run_1/layers.png
The bar under the picture is 20 µm long. Two of the layers only.
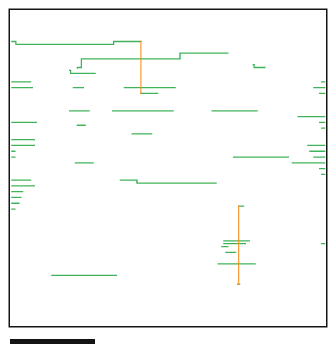
run_1/floorplan.png
The bar under the picture is 20 µm long. Pins as bars on the die edge. Tap cells in grey.
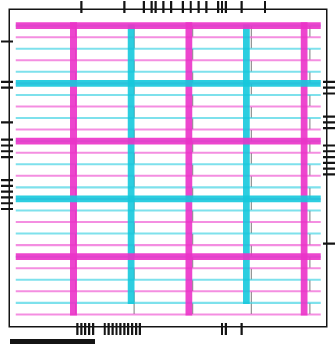
run_1/clock_nets.png
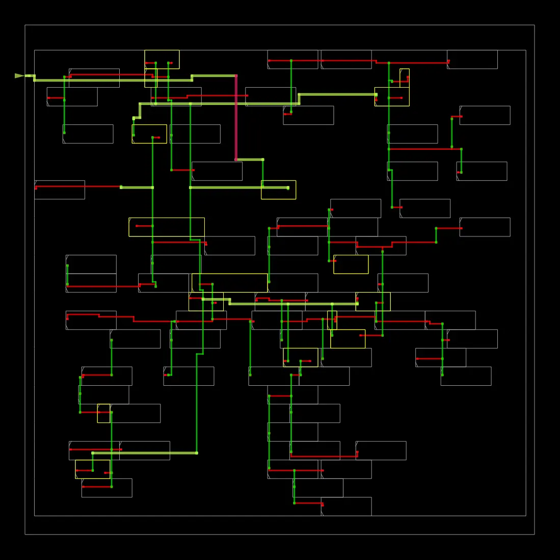
==> config.mk <==
export PLATFORM = sky130hd
export DESIGN_NAME = hazard_fwd_unit
export DESIGN_NICKNAME = d
export VERILOG_FILES = /design/src/rtl/hazard_fwd_unit.sv
export SDC_FILE = /design/constraint.sdc
export NUM_CORES = 1
export LEC_CHECK = 0
export CAP_MARGIN = 20
export CORE_MARGIN = 1
export CORE_UTILIZATION = 54
export CTS_CLUSTER_SIZE = 20
export DETAILED_ROUTE_END_ITERATION = 12
export HOLD_SLACK_MARGIN = 0.03
export PLACE_DENSITY = 0.87
export SYNTH_ARGS = -nofsm -noshare
export SYNTH_HDL_FRONTEND = slang
export SYNTH_SLANG_ARGS = --single-unit
==> constraint.sdc <==
create_clock -name clk -period 3.3 [get_ports clk]
set_input_delay 0.33 -clock clk [delete_from_list [all_inputs] [get_ports clk]]
set_output_delay 0.33 -clock clk [all_outputs]
set_load 0.01 [all_outputs]
==> impl_metrics.env, run 1 <==
# physical design summary
export IMPL_switchingPower_w=0.000328
export IMPL_yosysChipArea_um2=2830
export IMPL_htree_num_levels=3
export IMPL_rsz0062_at_grt="no"
export IMPL_nNetsFinal=391
export IMPL_adder_share=0.00884
export IMPL_power_frac_comb=0.055
export IMPL_clk_pin_slew_ps=60
export IMPL_cpMostUsedCell="nor4_1"
export IMPL_topCombFamilyByArea="simple AND/OR/NAND/NOR gates"
export IMPL_gr_total_overflow=0
export IMPL_portBuffers=60
export IMPL_synthTopCellsByCount="62 x dfxtp_1, 36 x nor2_1, 22 x nor2b_1"
export IMPL_cts_tree="built"
export IMPL_worstMarginPinSlew_ps=659
export IMPL_startpoint_type="register"
export IMPL_yosysTopAreaCellShare=0.439
export IMPL_fmax_mhz=380
export IMPL_synth_seq_share=0.439
export IMPL_status="finished, final reports clean"
export IMPL_hold_class="in -> reg"
Notes on layers.png above:
green -> M3  # wire length 291 µm
orange -> M4  # wire length 30.6 µm
Detailed Route WL: 5950 µm
vias: 2350
GRT Total Usage: 0.240
drt wl/cell: 13.5 µm

Notes on floorplan.png above:
cyan -> VDD
magenta -> VSS
met4 straps = 5
rows = 25
die height: 74.4 µm
highest ir drop seen on vdd: 0.000312 V
Core ar.: 4880 µm²

Notes on clock_nets.png above:
Latency at later pin: 330 ps
clock skew: 7.23 ps
CTS Buf Count: 9

## run 1: cell type report
type	instances	area, µm²
clock buffer	12	145
clock inverter	4	70.1
fill	365	1220
inverter	5	18.8
multi-input combinational	228	1490
sequential	62	1240
tap	67	83.8
timing repair buffer	62	611
## run 1: power by group through the flow
stage | logic, W | registers (W) | clock network [W]
after floorplan | 0.0000452 | 0.000787 | 0
after global placement | 0.0000851 | 0.000788 | 0
after detailed placement | 0.0000876 | 0.000788 | 0
after CTS | 0.0000881 | 0.000772 | 0.000736
after global routing | 0.0000969 | 0.000773 | 0.000767
final | 0.0000876 | 0.000772 | 0.000721
## run 1: metal layers
| layer | track usage | share of wire | vias up |
|---|---|---|---|
| li1 | - | - | 1180 |
| met1 | 0.296 | 0.44 | 1089 |
| met2 | 0.395 | 0.50 | 77 |
| met3 | 0.0745 | 0.049 | 4 |
| met4 | 0.0901 | 0.0050 | 0 |
| met5 | 0 | 0 | - |
## run 1: layout by cell type (no fill, tap or decap), drive strengths merged, types with 6 or more instances in the layout
cell type / instances
a21oi: 6
and2: 13
clkbuf: 12
clkdlybuf4s50: 59
dfxtp: 62
mux2: 10
nand2: 17
nand3: 17
nand4: 12
nor2: 36
nor2b: 22
nor4: 15
xnor2: 18
xor2: 19
## run 1: through the flow
stage / instance area (µm²) / hold WS, ps / setup slack (ps)
final: 3660 / 430 / 666
after global routing: 3660 / 463 / 558
after CTS: 3660 / 417 / 727
after detailed placement: 3450 / 454 / 731
after global placement: 3450 / 453 / 766
after floorplan: 2830 / 438 / 1370
## Run 2: what changed since run 1
- CORE_UTILIZATION: 54 -> 50
- PLACE_DENSITY: 0.87 -> 0.82
- clock period: 3.3 -> 2.7 ns (I/O delays scaled with it)
==> run 2 against run 1 <==
Effect of this change: die size is 7.8% higher; wire length is 1.9% higher; synthesized cell count unchanged; core utilization fell by 7.5 points; non-clock buffer count is 3 higher; sequential share of layout area is 0.32 points lower; design area grew 0.96%; critical endpoint unchanged.
==> impl_metrics.env, run 2 <==
# physical design summary
export IMPL_status="finished, final reports clean"
export IMPL_finalClockPeriodUsage=0.919
export IMPL_layout_top_cells="62 x dfxtp_1, 59 x clkdlybuf4s50_1, 36 x nor2_1, 22 x nor2b_1, 19 x xor2_1"
export IMPL_r2r_slack_ps=600
export IMPL_dr_pass1_iters=4
export IMPL_clk_pin_slew_ps=60
export IMPL_routed_wl_um=6060
export IMPL_post_dp_cell_area_um2=3470
export IMPL_synthArstFlopShare=0
export IMPL_hold_class="in -> reg"
export IMPL_design_portCount=61
export IMPL_synth_seq_share=0.439
export IMPL_fin_area_um2=3700
export IMPL_setup_violations=0
export IMPL_reg2regPathDepth=7
export IMPL_vias=2384
export IMPL_synth_flops=62
export IMPL_portBuffers=60
export IMPL_gr_total_overflow=0
export IMPL_antenna_diode_count=0
export IMPL_yosysTopAreaCellShare=0.439
export IMPL_synthesis_area_um2=2830
export IMPL_worstMarginPinSlew_ps=542
export IMPL_yosysMostFrequentCell="dfxtp_1"
export IMPL_synthFlopType="dfxtp_1"
export IMPL_yosysChipArea_um2=2830
export IMPL_synthTopCellsByCount="62 x dfxtp_1, 36 x nor2_1, 22 x nor2b_1"
export IMPL_cts_tree="built"
export IMPL_fmax_mhz=403
export IMPL_core_um2=5470
export IMPL_numCtsBuffers=9
export IMPL_nNetsFinal=394
export IMPL_min_path_cells=2
export IMPL_critPathKind="reg -> out"
export IMPL_n_fill_cell=482
export IMPL_cpMostUsedCell="nor4_1"
export IMPL_clock_latency_ps=330
export IMPL_cts_resized=0
export IMPL_startpoint_type="register"
export IMPL_final_common_cell="dfxtp_1"
export IMPL_rsz0062_at_grt="no"
export IMPL_cp_slowest_cell="clkdlybuf4s50_1"
export IMPL_skew_ps=10.5
export IMPL_htree_num_levels=3
export IMPL_tool_warnings=26
export IMPL_whs_ps=390
==> run 2: worst register-to-register path, cell delays in order (launching register included) <==
cell     delay, ps
dfxtp_1        350
xor2_1         180
nor3_2         180
nand4_1        140
and2_4         190
buf_4          190
nor4b_1        390
mux2_2         380
==> run 2: routing by layer <==
layer	up-vias	share of wire	GRT usage
li1	1190	-	-
met5	-	0	0
met3	16	0.039	0.0500
met1	1123	0.43	0.243
met4	0	0.030	0.123
met2	55	0.50	0.378
==> run 2: kinds of logic after synthesis <==
family | after synthesis | synth area share
muxes | 14 | 0.0539
DFF | 62 | 0.439
and+or+nand+nor | 154 | 0.300
adders and majority gates | 2 | 0.00884
buffers and inverters | 19 | 0.0345
xor gates and xnor gates | 37 | 0.115
AOI/OAI and AO/OA | 21 | 0.0500
==> run 2: report_power, final <==
group	switching, W	internal (W)
Combinational	0.0000480	0.0000601
Clock	0.000344	0.000562
Sequential	0.0000145	0.000929
==> run 2: cell type report <==
| type | count | area (µm²) | share of cell area |
|---|---|---|---|
| Clock buffer | 11 | 151 | 0.0410 |
| Clock inverter | 4 | 70.1 | 0.0190 |
| Inverter | 5 | 18.8 | 0.00508 |
| Multi-Input combinational cell | 228 | 1490 | 0.404 |
| Sequential cell | 62 | 1240 | 0.336 |
| Tap cell | 72 | 90.1 | 0.0244 |
| Timing Repair Buffer | 65 | 633 | 0.171 |
==> run 2: through the flow <==
step,setup slack [ps],instances
after floorplan,766,309
after global placement,278,432
after detailed placement,231,432
after CTS,219,447
after global routing,35.7,447
final,219,447
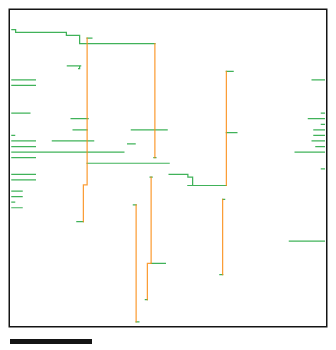
run_2/layers.png
The bar under the picture is 20 µm long. Two of the layers only.
green -> M3  # wire length 238 µm
orange -> M4  # wire length 179 µm
drt wl/cell: 13.6 µm
GRT Total Usage: 0.218

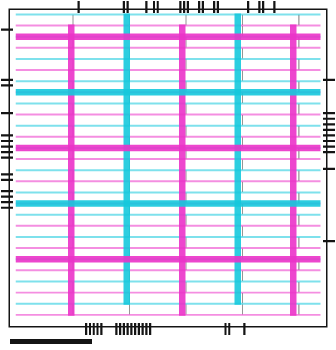
run_2/floorplan.png
The bar under the picture is 20 µm long. Pins as bars on the die edge. Tap cells in grey.
cyan -> VDD
magenta -> VSS
met1 rails = 28
signal pins = 61
tap cells = 72
met5 straps = 5
rows = 27
chip width: 77.2 µm
highest ir drop seen on vdd: 0.000283 V
die height: 77.2 µm

No activity file was given, so power comes from the tool's default toggle rates.
